registers.png
The bar under the picture is 20 µm long. Other sequential cells in the stronger grey, the rest of the logic in the fainter grey.
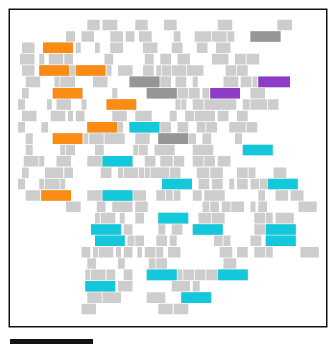
drive_strength.png
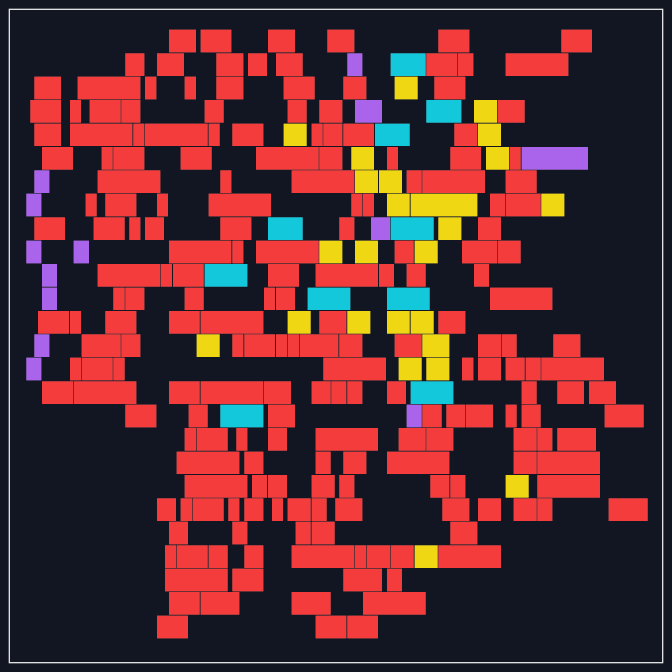
===== config.mk =====
export PLATFORM = sky130hd
export DESIGN_NAME = stream_fork_n
export DESIGN_NICKNAME = d
export VERILOG_FILES = /design/src/rtl/stream_fork_n.sv
export SDC_FILE = /design/constraint.sdc
export NUM_CORES = 1
export LEC_CHECK = 0
export CAP_MARGIN = 20
export CORE_MARGIN = 1.5
export CORE_UTILIZATION = 30
export CTS_CLUSTER_SIZE = 12
export DETAILED_ROUTE_END_ITERATION = 12
export HOLD_SLACK_MARGIN = 0.08
export PLACE_DENSITY = 0.57
export SYNTH_ARGS = -nofsm -noshare
export SYNTH_HDL_FRONTEND = slang
export SYNTH_SLANG_ARGS = --single-unit

===== constraint.sdc =====
create_clock -name clk -period 1.8 [get_ports clk]
set_input_delay 0.45 -clock clk [delete_from_list [all_inputs] [get_ports clk]]
set_output_delay 0.45 -clock clk [all_outputs]
set_load 0.02 [all_outputs]

===== src/rtl/stream_fork_n.sv =====
// stream_fork_n: 1-to-N valid/ready broadcast fork with per-channel completion tracking
module stream_fork_n #(
  parameter int DATA_W = 8,
  parameter int N_OUT  = 2,
  parameter int CNT_W  = 16
) (
  input  logic                    clk,
  input  logic                    rst_n,
  input  logic                    in_valid,
  input  logic [DATA_W-1:0]       in_data,
  output logic                    in_ready,
  input  logic [N_OUT-1:0]        en_mask,
  output logic [N_OUT-1:0]        out_valid,
  output logic [N_OUT*DATA_W-1:0] out_data,
  input  logic [N_OUT-1:0]        out_ready,
  output logic                    fork_status,
  output logic                    drop_pulse,
  output logic [CNT_W-1:0]        done_count
);

  typedef enum logic {IDLE, HOLD} state_t;

  state_t             state;
  logic [DATA_W-1:0]  data_q;
  logic [N_OUT-1:0]   mask_q;
  logic [N_OUT-1:0]   sent_q;
  logic [N_OUT-1:0]   hs;
  logic               hold;
  logic               all_done;
  logic               accept;
  logic               load;

  // Channels still owed the held beat present valid; ready feeds back into in_ready so a fully-ready fan-out sustains one beat per cycle
  always_comb begin
    hold        = state == HOLD;
    out_valid   = {N_OUT{hold}} & mask_q & ~sent_q;
    out_data    = hold ? {N_OUT{data_q}} : '0;
    hs          = out_valid & out_ready;
    all_done    = hold && ((sent_q | hs) == mask_q);
    in_ready    = !hold || all_done;
    accept      = in_valid && in_ready;
    load        = accept && (|en_mask);
    fork_status = hold;
  end

  // Beat holding, completion tracking, drop detection and retirement counting
  always_ff @(posedge clk) begin
    if (!rst_n) begin
      state      <= IDLE;
      data_q     <= '0;
      mask_q     <= '0;
      sent_q     <= '0;
      drop_pulse <= 1'b0;
      done_count <= '0;
    end else begin
      drop_pulse <= accept && !(|en_mask);
      if (all_done) done_count <= done_count + CNT_W'(1);
      if (load) begin
        state  <= HOLD;
        data_q <= in_data;
        mask_q <= en_mask;
        sent_q <= '0;
      end else if (accept || all_done) begin
        state <= IDLE;
      end else if (hold) begin
        sent_q <= sent_q | hs;
      end
    end
  end

endmodule


==> impl_metrics.env <==
# flow metrics
export IMPL_buf_share=0.2876
export IMPL_p_leak_nw=1.081
export IMPL_syn_avg_cell_area_um2=8.477
export IMPL_signal_buffers=77
export IMPL_critical_path_slowest_cell="dfxtp_2"
export IMPL_hold_path_end="data_q[3]$_SDFFE_PN0P_"
export IMPL_critPathMaxFanout=4
export IMPL_numCtsBuffers=5
export IMPL_fmax_mhz=549.6
export IMPL_wl_mm=3.997
export IMPL_wl_met2_mm=1.784
export IMPL_chipArea_mm2=0.005729
export IMPL_hold_depth=2
export IMPL_reg2reg_from="mask_q[0]$_SDFFE_PN0P_"
export IMPL_setup_violations=1
export IMPL_via_per_inst=4.897
export IMPL_tritoncts="built"
export IMPL_largest_reg_flops=16
export IMPL_drc=0
export IMPL_ys_seq_share=0.3788
export IMPL_cts_resized=54
export IMPL_top_regs="done_count x16, data_q x8"
export IMPL_seq_power_share=0.460
export IMPL_h_tree_depth=2
export IMPL_adder_share=0.007893
export IMPL_syn_cell_area_mm2=0.001585
export IMPL_fp_nets=203
export IMPL_min_path_type="flip-flop to flip-flop"
export IMPL_startpoint_type="flip-flop"
export IMPL_p_int_w=0.001124
export IMPL_maxPowerGroup="registers"
export IMPL_clk_path_buf_depth=2
export IMPL_insertion_delay_ns=0.28
export IMPL_p_comb_frac=0.171
export IMPL_final_cell_mix="dfxtp_1 (29), nand2_1 (26), buf_4 (23)"
export IMPL_top_logic_kind="simple AND/OR/NAND/NOR gates"
export IMPL_netlist_top_cells_count="dfxtp_1 (30), nand2_1 (26), mux2i_1 (13), and2_1 (10), clkbuf_1 (10)"
export IMPL_violations="negative setup slack"
export IMPL_path_class="flip-flop to output port"
export IMPL_worst_slew_pin_transition_ns=0.4831
export IMPL_r2r_worst_path_cells=5
export IMPL_antenna_left=0
export IMPL_wl_met3_um=204
export IMPL_io_pins=52
export IMPL_worst_path_largest_cell_delay_ns=0.34
export IMPL_fin_ws_ns=-0.01953
export IMPL_sh_comb_area=0.3714
export IMPL_xor_share=0
export IMPL_cp_end_kind="output port"
export IMPL_port_buffers=51
export IMPL_clkCellAreaFrac=0.03895
export IMPL_grt_pass1_wl_mm=6.375
export IMPL_simple_gate_share=0.2565
export IMPL_tool_warnings=29
export IMPL_coreArea_mm2=0.005107
export IMPL_grt_max_degree=32
export IMPL_report_final_slew_viol_count=0
export IMPL_design_seq_count=30
export IMPL_status="complete, but fails checks"
export IMPL_clock_skew_final_ns=0.004310
export IMPL_overflow=0
export IMPL_power_frac_clock=0.368
export IMPL_largest_class="combinational gates"
export IMPL_hold_violations=0
export IMPL_top_layer_used="met4"
export IMPL_ctsHoldBuffers=0
export IMPL_cts_sinks=30
export IMPL_nets=266
export IMPL_antenna_found_initial=0
export IMPL_grtUsageMet3=0.03968
Notes on registers.png above:
name in the netlist	colour	flops
`data_q`	orange	8
`done_count`	cyan	16
`mask_q`	purple	2
FF/Latch Area: 601.8 µm²
Finished Core Util: 0.4591
Flop+latch power: 0.000704 W
register fraction of the total cell area: 0.2567

Notes on drive_strength.png above:
size	colour	cells	most used
drive 2	purple	13	buf_2
drive 1 or less	red	203	dfxtp_1
drive 3 to 4	yellow	25	buf_4
drive 6 and up	cyan	10	clkbuf_8

No activity file was given, so power comes from the tool's default toggle rates.
